`config.mk`:
```
export PLATFORM = sky130hd
export DESIGN_NAME = morse_to_ascii
export DESIGN_NICKNAME = d
export VERILOG_FILES = /design/src/rtl/morse_to_ascii.sv
export SDC_FILE = /design/constraint.sdc
export NUM_CORES = 1
export LEC_CHECK = 0
export CAP_MARGIN = 25
export CELL_PAD_IN_SITES_DETAIL_PLACEMENT = 0
export CELL_PAD_IN_SITES_GLOBAL_PLACEMENT = 1
export CORE_MARGIN = 8
export CORE_UTILIZATION = 40
export CTS_CLUSTER_SIZE = 20
export DETAILED_ROUTE_END_ITERATION = 10
export PLACE_DENSITY = 0.81
export SYNTH_ARGS = -nofsm -noshare
export SYNTH_HDL_FRONTEND = slang
export SYNTH_SLANG_ARGS = --single-unit
```
`constraint.sdc`:
```
create_clock -name clock -period 5.1 [get_ports clock]
set_input_delay 1.275 -clock clock [delete_from_list [all_inputs] [get_ports clock]]
set_output_delay 1.275 -clock clock [all_outputs]
set_load 0.05 [all_outputs]
```
`src/rtl/morse_to_ascii.sv`:
```
// Morse key decoder: classifies key presses as dots or dashes from tick-counted
// durations, buffers up to five symbols, and emits the ITU-decoded ASCII
// character once the key has been idle for GAP_CHAR ticks.
//
// Optional feature: define MORSE_WORD_SPACE_EN to emit a space (32) once per
// word after GAP_WORD idle ticks counted from the gap that ended the word.
//
// Ports:
//   clock        rising-edge clock
//   reset        asynchronous, active-high reset
//   key          Morse key, 1 = pressed (synchronized, debounced)
//   tick         one-cycle timebase enable; all durations are in ticks
//   ascii        decoded character, held until the next emission
//   ascii_valid  one-cycle pulse marking a new ascii value
//   sym_count    symbols buffered for the current character (0-5)
//   error        one-cycle pulse with ascii_valid for unknown/overlong patterns
module morse_to_ascii #(
  parameter int unsigned DOT_MAX  = 3,
  parameter int unsigned GAP_CHAR = 5,
  parameter int unsigned GAP_WORD = 10
) (
  input  logic       clock,
  input  logic       reset,
  input  logic       key,
  input  logic       tick,
  output logic [7:0] ascii,
  output logic       ascii_valid,
  output logic [2:0] sym_count,
  output logic       error
);

  localparam int unsigned PW = $clog2(DOT_MAX + 2);
  localparam int unsigned GW = $clog2(GAP_CHAR + 1);

  // The word gap is measured from the same origin as the character gap.
  if (GAP_WORD <= GAP_CHAR) begin : g_bad_gap_word
    $error("GAP_WORD must exceed GAP_CHAR");
  end

  typedef enum logic [1:0] {IDLE, PRESS, GAP} state_t;

  state_t        state, state_nx;
  logic [PW-1:0] press_cnt;
  logic [GW-1:0] gap_cnt;
  logic [4:0]    pat;        // symbols, newest in bit 0; 1 = dash
  logic          ovf;
  logic          gap_done;
  logic          is_dash;
  logic [7:0]    dec_c;

  assign gap_done = (state == GAP) && (gap_cnt == GW'(GAP_CHAR));
  assign is_dash  = press_cnt > PW'(DOT_MAX);

  // ITU Morse lookup keyed by {length, pattern}; first symbol is the MSB.
  always_comb begin
    dec_c = 8'd63;
    case ({sym_count, pat})
      {3'd1, 5'b00000}: dec_c = 8'd69;  // E
      {3'd1, 5'b00001}: dec_c = 8'd84;  // T
      {3'd2, 5'b00000}: dec_c = 8'd73;  // I
      {3'd2, 5'b00001}: dec_c = 8'd65;  // A
      {3'd2, 5'b00010}: dec_c = 8'd78;  // N
      {3'd2, 5'b00011}: dec_c = 8'd77;  // M
      {3'd3, 5'b00000}: dec_c = 8'd83;  // S
      {3'd3, 5'b00001}: dec_c = 8'd85;  // U
      {3'd3, 5'b00010}: dec_c = 8'd82;  // R
      {3'd3, 5'b00011}: dec_c = 8'd87;  // W
      {3'd3, 5'b00100}: dec_c = 8'd68;  // D
      {3'd3, 5'b00101}: dec_c = 8'd75;  // K
      {3'd3, 5'b00110}: dec_c = 8'd71;  // G
      {3'd3, 5'b00111}: dec_c = 8'd79;  // O
      {3'd4, 5'b00000}: dec_c = 8'd72;  // H
      {3'd4, 5'b00001}: dec_c = 8'd86;  // V
      {3'd4, 5'b00010}: dec_c = 8'd70;  // F
      {3'd4, 5'b00100}: dec_c = 8'd76;  // L
      {3'd4, 5'b00110}: dec_c = 8'd80;  // P
      {3'd4, 5'b00111}: dec_c = 8'd74;  // J
      {3'd4, 5'b01000}: dec_c = 8'd66;  // B
      {3'd4, 5'b01001}: dec_c = 8'd88;  // X
      {3'd4, 5'b01010}: dec_c = 8'd67;  // C
      {3'd4, 5'b01011}: dec_c = 8'd89;  // Y
      {3'd4, 5'b01100}: dec_c = 8'd90;  // Z
      {3'd4, 5'b01101}: dec_c = 8'd81;  // Q
      {3'd5, 5'b00000}: dec_c = 8'd53;  // 5
      {3'd5, 5'b00001}: dec_c = 8'd52;  // 4
      {3'd5, 5'b00011}: dec_c = 8'd51;  // 3
      {3'd5, 5'b00111}: dec_c = 8'd50;  // 2
      {3'd5, 5'b01111}: dec_c = 8'd49;  // 1
      {3'd5, 5'b10000}: dec_c = 8'd54;  // 6
      {3'd5, 5'b11000}: dec_c = 8'd55;  // 7
      {3'd5, 5'b11100}: dec_c = 8'd56;  // 8
      {3'd5, 5'b11110}: dec_c = 8'd57;  // 9
      {3'd5, 5'b11111}: dec_c = 8'd48;  // 0
      default:          dec_c = 8'd63;
    endcase
    if (ovf) dec_c = 8'd63;
  end

  // State register.
  always_ff @(posedge clock or posedge reset) begin
    if (reset) state <= IDLE;
    else       state <= state_nx;
  end

  // Next state; a press on the terminating cycle starts a fresh character.
  always_comb begin
    state_nx = state;
    case (state)
      IDLE:    if (key) state_nx = PRESS;
      PRESS:   if (!key) state_nx = GAP;
      GAP: begin
        if (gap_done)  state_nx = key ? PRESS : IDLE;
        else if (key)  state_nx = PRESS;
      end
      default: state_nx = IDLE;
    endcase
  end

`ifdef MORSE_WORD_SPACE_EN
  localparam int unsigned WW = $clog2(GAP_WORD + 1);
  logic [WW-1:0] word_cnt;
  logic          word_armed;
  logic          word_emit;

  assign word_emit = (state == IDLE) && !key && word_armed &&
                     (word_cnt == WW'(GAP_WORD));
`endif

  // Counters, symbol buffer and registered outputs.
  always_ff @(posedge clock or posedge reset) begin
    if (reset) begin
      press_cnt   <= '0;
      gap_cnt     <= '0;
      pat         <= '0;
      ovf         <= 1'b0;
      sym_count   <= 3'd0;
      ascii       <= 8'd0;
      ascii_valid <= 1'b0;
      error       <= 1'b0;
`ifdef MORSE_WORD_SPACE_EN
      word_cnt    <= '0;
      word_armed  <= 1'b0;
`endif
    end else begin
      ascii_valid <= 1'b0;
      error       <= 1'b0;
      case (state)
        IDLE: begin
          if (key) press_cnt <= PW'(tick);
        end
        PRESS: begin
          if (key) begin
            if (tick && press_cnt != PW'(DOT_MAX + 1))
              press_cnt <= press_cnt + PW'(1);
          end else begin
            gap_cnt <= '0;
            if (sym_count == 3'd5) begin
              ovf <= 1'b1;
            end else begin
              pat       <= {pat[3:0], is_dash};
              sym_count <= sym_count + 3'd1;
            end
          end
        end
        GAP: begin
          if (gap_done) begin
            ascii       <= dec_c;
            ascii_valid <= 1'b1;
            error       <= (dec_c == 8'd63);
            pat         <= '0;
            sym_count   <= 3'd0;
            ovf         <= 1'b0;
            gap_cnt     <= '0;
            if (key) press_cnt <= PW'(tick);
          end else if (key) begin
            press_cnt <= PW'(tick);
          end else if (tick) begin
            gap_cnt <= gap_cnt + GW'(1);
          end
        end
        default: ;
      endcase
`ifdef MORSE_WORD_SPACE_EN
      // Idle ticks since GAP entry; armed by a character emission, disarmed
      // by any press or by the space itself.
      if (state == PRESS && !key) begin
        word_cnt <= '0;
      end else if (state != PRESS && !key && tick &&
                   word_cnt != WW'(GAP_WORD)) begin
        word_cnt <= word_cnt + WW'(1);
      end
      if (gap_done) word_armed <= !key;
      else if (key || word_emit) word_armed <= 1'b0;
      if (word_emit) begin
        ascii       <= 8'd32;
        ascii_valid <= 1'b1;
      end
`endif
    end
  end

endmodule

```
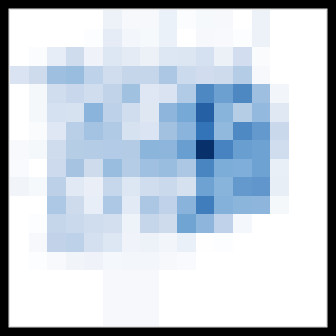
Figure 1: wiring heat map.
The die is cut into 17 by 17 equal tiles; white is low, dark blue is high, scaled to the fullest tile. Values are wire area over tile area, all layers added.
- mean over tiles: 0.099
- nearly empty tiles: 39%
- tiles over half the peak: 6.9%
- densest ninth of the die: middle
- fullest tile: 0.65
- emptiest ninth of the die: bottom right

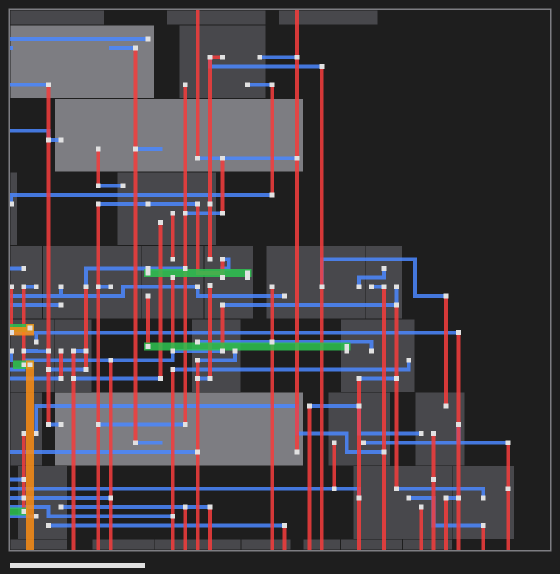
Figure 2: close-up of the layout.
The bar under the picture is 5 um long. Window x 54 to 74, y 54 to 74 um. Cells in grey, sequential cells in the stronger grey; small squares are vias.
- green: M3
- orange: M4
- red: M2
- blue: M1
- most frequent: nand2_1 (3), dfrtp_1 (3)
- sequential cells in the window: 3
- cells with their middle in the window: 20
- netlist names of flops here include: ascii (3)

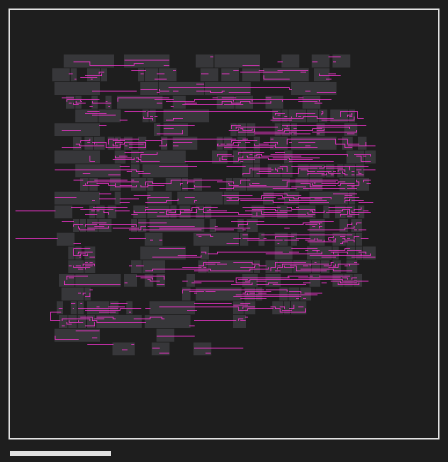
Figure 3: the metal 1 layer.
The bar under the picture is 20 um long.
- share of all routed wire: 46%
- longest straight run: 30.8 um

==> flow_metrics.env <==
# yosys + openroad results
export IMPL_outcome="complete, no violations"
export IMPL_topCellsByArea="sky130_fd_sc_hd__dfrtp_1 (34%), sky130_fd_sc_hd__o21ai_0 (5.0%), sky130_fd_sc_hd__nand2_1 (4.9%), sky130_fd_sc_hd__ha_1 (4.6%), sky130_fd_sc_hd__a21oi_1 (3.4%)"
export IMPL_fa_ha_area_share_pct=4.61
export IMPL_hp_start="ascii[6]"
export IMPL_final_antenna_net_count=0
export IMPL_use_met3_pct=2.32
export IMPL_worstSetupEndpointType="output pin"
export IMPL_drc=0
export IMPL_largest_cell_class="logic gates"
export IMPL_comb_power_share_pct=43.1
export IMPL_crit_path_end="sym_count[0]"
export IMPL_maxClockFrequency_ghz=0.298
export IMPL_n_all_inverters=14
export IMPL_sw_frac_of_total_pct=43.6
export IMPL_post_synth_num_cell_types=54
export IMPL_non_clock_buffer_area_share_pct=8.32
export IMPL_clock_buffer_count=3
export IMPL_holdBufCountCts=0
export IMPL_cts_tree="built"
export IMPL_max_slew_worst_pin_slew_ns=0.819
export IMPL_syn_inst=229
export IMPL_timing_hold_violations_final=0
export IMPL_fill_cells=456
export IMPL_synth_yosys_chip_area_um2=1900
export IMPL_postSynthNetCount=240
export IMPL_final_common_cell="sky130_fd_sc_hd__dfrtp_1"
export IMPL_place_inst=282
export IMPL_synthMuxAreaShare_pct=1.05
export IMPL_use_met1_pct=16.9
export IMPL_avgViaCountPerCell=5.80
export IMPL_n_tap_cell=54
export IMPL_overflow=0
export IMPL_routed_wire_length_per_instance_um=15.9
export IMPL_antenna_found_initial=0
export IMPL_worst_skew_pair_late_latency_ns=0.27
export IMPL_synth_edff_count=0
export IMPL_initCoreUtil_pct=40.8
export IMPL_lay_top_cells="sky130_fd_sc_hd__dfrtp_1 (26), sky130_fd_sc_hd__nand2_1 (25), sky130_fd_sc_hd__o21ai_0 (19)"
export IMPL_regMostFlops="ascii"
export IMPL_dp_slack_ns=1.83
export IMPL_cts_root_buf="sky130_fd_sc_hd__clkbuf_8"
export IMPL_synth_largest_area_cell="sky130_fd_sc_hd__dfrtp_1"
export IMPL_detail_route_wirelength_mm=4.56
export IMPL_routed_length_on_met2_mm=2.21
export IMPL_p_sw_uw=376
export IMPL_power_leader="combinational cells"
export IMPL_sequential_cell_area_um2=651
export IMPL_path_depth=1
export IMPL_maxSlewHeadroom_pct=45.4
export IMPL_power_clock_total_uw=169
export IMPL_largest_registers="ascii x7, pat x5"
export IMPL_path_max_fanout=25
export IMPL_die_w_um=84.9
